--- src/rtl/shift_seq_rgst_if.sv ---
// Handshake and data bundle for shift_seq_rgst.
// The master drives load/start/operands; the slave returns status and register contents.
interface shift_seq_rgst_if #(
    parameter int width = 8
);
    localparam int amt_w = $clog2(width) + 1;

    logic             load_enable;
    logic [width-1:0] data_in;
    logic             start;
    logic [1:0]       mode;
    logic [amt_w-1:0] amount;
    logic             busy;
    logic             done;
    logic             carry_out;
    logic             zero;
    logic [width-1:0] data_out;

    modport master (
        output load_enable, data_in, start, mode, amount,
        input  busy, done, carry_out, zero, data_out
    );

    modport slave (
        input  load_enable, data_in, start, mode, amount,
        output busy, done, carry_out, zero, data_out
    );
endinterface

--- src/rtl/shift_seq_rgst.sv ---
// Multi-mode sequential shift register: parallel load, or LSL/LSR/ASR/ROR by a multi-bit amount, one bit per clock.
// Define SHIFT_SEQ_ROTATE_EN to compile in rotate-right; otherwise mode 11 completes as a one-cycle no-op.
module shift_seq_rgst #(
    parameter int width = 8
) (
    input logic             clk,
    input logic             reset,
    shift_seq_rgst_if.slave bus
);
    localparam int amt_w = $clog2(width) + 1;

    typedef enum logic [1:0] {
        IDLE  = 2'd0,
        SHIFT = 2'd1,
        DONE  = 2'd2
    } state_t;

    state_t           state_q, state_d;
    logic [width-1:0] data_q, data_d;
    logic             carry_q, carry_d;
    logic [amt_w-1:0] cnt_q, cnt_d;
    logic [1:0]       mode_q, mode_d;
    logic             skip_shift;

    // Zero amounts, and rotate when it is not built in, finish without entering SHIFT.
    always_comb begin
        skip_shift = (bus.amount == '0);
`ifndef SHIFT_SEQ_ROTATE_EN
        if (bus.mode == 2'b11) skip_shift = 1'b1;
`endif
    end

    always_comb begin
        state_d = state_q;
        data_d  = data_q;
        carry_d = carry_q;
        cnt_d   = cnt_q;
        mode_d  = mode_q;
        case (state_q)
            IDLE: begin
                if (bus.load_enable) begin
                    data_d  = bus.data_in;
                    carry_d = 1'b0;
                end else if (bus.start) begin
                    mode_d  = bus.mode;
                    cnt_d   = bus.amount;
                    carry_d = 1'b0;
                    state_d = skip_shift ? DONE : SHIFT;
                end
            end
            SHIFT: begin
                case (mode_q)
                    2'b00: begin
                        data_d  = {data_q[width-2:0], 1'b0};
                        carry_d = data_q[width-1];
                    end
                    2'b01: begin
                        data_d  = {1'b0, data_q[width-1:1]};
                        carry_d = data_q[0];
                    end
                    2'b10: begin
                        data_d  = {data_q[width-1], data_q[width-1:1]};
                        carry_d = data_q[0];
                    end
`ifdef SHIFT_SEQ_ROTATE_EN
                    2'b11: begin
                        data_d  = {data_q[0], data_q[width-1:1]};
                        carry_d = data_q[0];
                    end
`endif
                    default: begin
                        data_d  = data_q;
                        carry_d = carry_q;
                    end
                endcase
                cnt_d = cnt_q - amt_w'(1);
                if (cnt_q == amt_w'(1)) state_d = DONE;
            end
            DONE: begin
                state_d = IDLE;
            end
            default: begin
                state_d = IDLE;
            end
        endcase
    end

    always_ff @(posedge clk or posedge reset) begin
        if (reset) begin
            state_q <= IDLE;
            data_q  <= '0;
            carry_q <= 1'b0;
            cnt_q   <= '0;
            mode_q  <= 2'b00;
        end else begin
            state_q <= state_d;
            data_q  <= data_d;
            carry_q <= carry_d;
            cnt_q   <= cnt_d;
            mode_q  <= mode_d;
        end
    end

    assign bus.busy      = (state_q != IDLE);
    assign bus.done      = (state_q == DONE);
    assign bus.carry_out = carry_q;
    assign bus.zero      = (data_q == '0);
    assign bus.data_out  = data_q;
endmodule
--- src/flat_wrapper.sv ---
// flat-port wrapper written by rule: the top's interface ports become plain ports
module shift_seq_rgst_flat 
#(
    parameter int width = 8
)
  (clk, reset, bus_load_enable, bus_data_in, bus_start, bus_mode, bus_amount, bus_busy, bus_done, bus_carry_out, bus_zero, bus_data_out);
  shift_seq_rgst_if #(.width(width)) bus_i ();
  input logic clk;
  input logic reset;
  input wire logic [$bits(bus_i.load_enable)-1:0] bus_load_enable;
  input wire logic [$bits(bus_i.data_in)-1:0] bus_data_in;
  input wire logic [$bits(bus_i.start)-1:0] bus_start;
  input wire logic [$bits(bus_i.mode)-1:0] bus_mode;
  input wire logic [$bits(bus_i.amount)-1:0] bus_amount;
  output wire logic [$bits(bus_i.busy)-1:0] bus_busy;
  output wire logic [$bits(bus_i.done)-1:0] bus_done;
  output wire logic [$bits(bus_i.carry_out)-1:0] bus_carry_out;
  output wire logic [$bits(bus_i.zero)-1:0] bus_zero;
  output wire logic [$bits(bus_i.data_out)-1:0] bus_data_out;
  assign bus_i.load_enable = bus_load_enable;
  assign bus_i.data_in = bus_data_in;
  assign bus_i.start = bus_start;
  assign bus_i.mode = bus_mode;
  assign bus_i.amount = bus_amount;
  assign bus_busy = bus_i.busy;
  assign bus_done = bus_i.done;
  assign bus_carry_out = bus_i.carry_out;
  assign bus_zero = bus_i.zero;
  assign bus_data_out = bus_i.data_out;
  shift_seq_rgst #(.width(width)) u_core (.clk(clk), .reset(reset), .bus(bus_i));
endmodule
--- config.mk ---
export PLATFORM = sky130hd
export DESIGN_NAME = shift_seq_rgst_flat
export DESIGN_NICKNAME = d
export VERILOG_FILES = /design/src/rtl/shift_seq_rgst_if.sv /design/src/rtl/shift_seq_rgst.sv /design/src/flat_wrapper.sv
export SDC_FILE = /design/constraint.sdc
export NUM_CORES = 1
export LEC_CHECK = 0
export CORE_MARGIN = 5
export CORE_UTILIZATION = 34
export CTS_CLUSTER_SIZE = 28
export DETAILED_ROUTE_END_ITERATION = 12
export PLACE_DENSITY_LB_ADDON = 0.2
export SYNTH_ARGS = -nofsm -noshare
export SYNTH_HDL_FRONTEND = slang
export SYNTH_SLANG_ARGS = --single-unit
--- constraint.sdc ---
create_clock -name clk -period 2.5 [get_ports clk]
set_input_delay 0.5 -clock clk [delete_from_list [all_inputs] [get_ports clk]]
set_output_delay 0.5 -clock clk [all_outputs]
set_load 0.005 [all_outputs]
==> CHANGELOG.md <==
### Implementation results

- Status: finished clean
- Mapped Cells: approximately 120
- MaxCap Viol Count: 0
- # hold bufs at CTS: 0
- Layout non-clock buf frac: roughly a fifth
- Total grt overflow: 0
- PostCTS Resize Cnt: 0
- Pint: 0.968 mW
- Actual slew at the worst max-slew pin: around 0.70 ns
- CTS tree: yes
- Crit path DRT: 2.00 ns
- Yosys Chip Area: 0.00109 mm^2
- Clock root cell: clkbuf_4
- Core Box Area: 0.00305 mm^2
- PD cells: 1220 mW/mm^2
- Fillers: ~310
- GP Congestion: 0.761
- Seq pwr share: 34.2%
- Inverters: 9
- Vias per inst: 5.17
- Clock power share: under 10%
- TritonRoute pass-1 iters: 4
- Final Net Count: 177
- Area share, top type: 39.1%
- Top logic cells by instance count in the layout: clkdlybuf4s50_1 (29), dfrtp_1 (17), o21ai_0 (14)
- Combinational share of power: a little under three fifths
- Final setup violation count: 0
- Yosys adder share: 8.06%
- Die W: 66.6 um
- Logic area: 592 um^2
- XORs/XNORs by Area: 0%
- CP max stage delay: between 0.5 and 0.6 ns
- Top class by area: combinational gates
- Hpwl dp: 2.02 mm
- # rows: 20
- Largest net degree at the start of global routing: 18
- IO Port Bufs: 29
## power by group through the flow
stage | sequential [mW] | combinational (mW) | clock (mW)
2_1_floorplan | 0.533 | 0.699 | 0
3_3_place_gp | 0.593 | 0.987 | 0
3_5_place_dp | 0.606 | 1.00 | 0
4_1_cts | 0.598 | 1.01 | 0.166
5_1_grt | 0.627 | 1.13 | 0.176
6_report | 0.598 | 0.993 | 0.155
## final timing paths
check,slack (ns),cells after the start,start,end
setup / recovery,0.14,3,u_core.bus.data_out[0],bus_zero
hold / removal,0.49,2,u_core.bus.carry_out,u_core.bus.carry_out
setup reg to reg,0.80,6,u_core.mode_q[0],u_core.bus.data_out[5]
hold reg to reg,0.49,2,u_core.bus.carry_out,u_core.bus.carry_out
max in group asynchronous,1.45,2,reset,u_core.bus.data_out[6]
min in group asynchronous,0.60,2,reset,u_core.cnt_q[2]
## per-layer routing
| layer | share of wire, % | global-route usage [%] |
|---|---|---|
| met3 | 4.4 | 2.36 |
| met1 | 45 | 17.4 |
| met5 | 0 | 0 |
| met2 | 48 | 23.1 |
| met4 | 1.9 | 6.09 |
## worst min-delay path: cells and delay by family (launching register included)
| family | cells | cell delay (ns) |
|---|---|---|
| DFF | 1 | 0.36 |
| AOI/OAI and AO/OA | 1 | 0.05 |
| and+or+nand+nor | 1 | 0.06 |
## through the flow
stage / power [mW] / area, um^2 / hold WS, ns / cells / util (%)
finish: 1.75 / 1430 / 0.493 / 195 / 46.9
global route: 1.93 / 1430 / 0.548 / 195 / 46.9
CTS: 1.77 / 1430 / 0.504 / 195 / 46.9
detailed placement: 1.61 / 1410 / 0.479 / 191 / 46.1
global placement: 1.58 / 1410 / 0.468 / 191 / 46.1
floorplan: 1.23 / 1090 / 0.426 / 122 / -
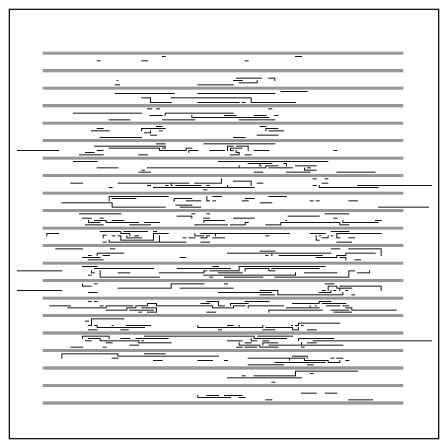
Fig. 1. Signal wires on met1.
Supply wires on this layer in gray.
nets with wire on the layer	153
share of all routed wire	45%
longest straight run	18.4 um
main direction	horizontal

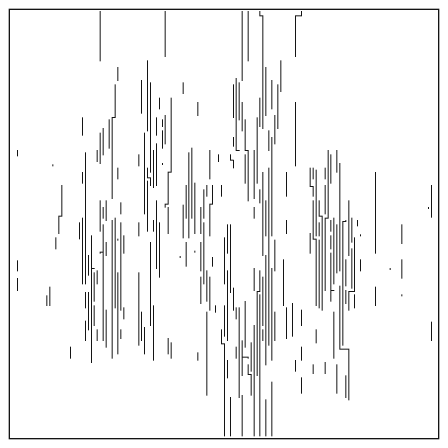
Fig. 2. Signal wires on met2.
longest straight run	27.5 um
nets with wire on the layer	146
main direction	vertical

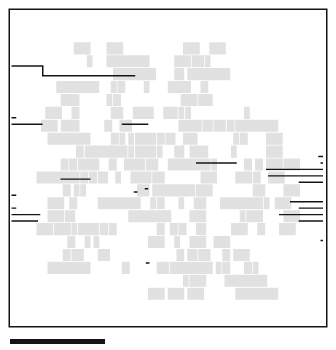
Fig. 3. Metal 3.
Scale bar: 20 um.
main direction	horizontal
nets with wire on the layer	20
share of all routed wire	4.5%
wire length on this layer	122 um
longest straight run	19.3 um

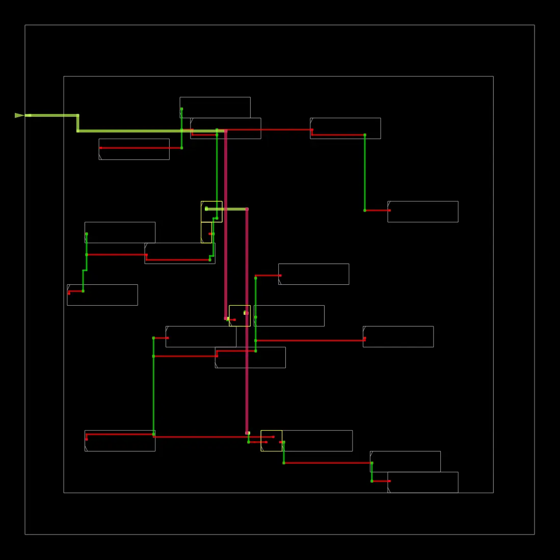
Fig. 4. Clock routing.
Flops: 17
clk_skew: 0.00562 ns
P_clk: 0.155 mW

Power and IR drop assume default switching activity.
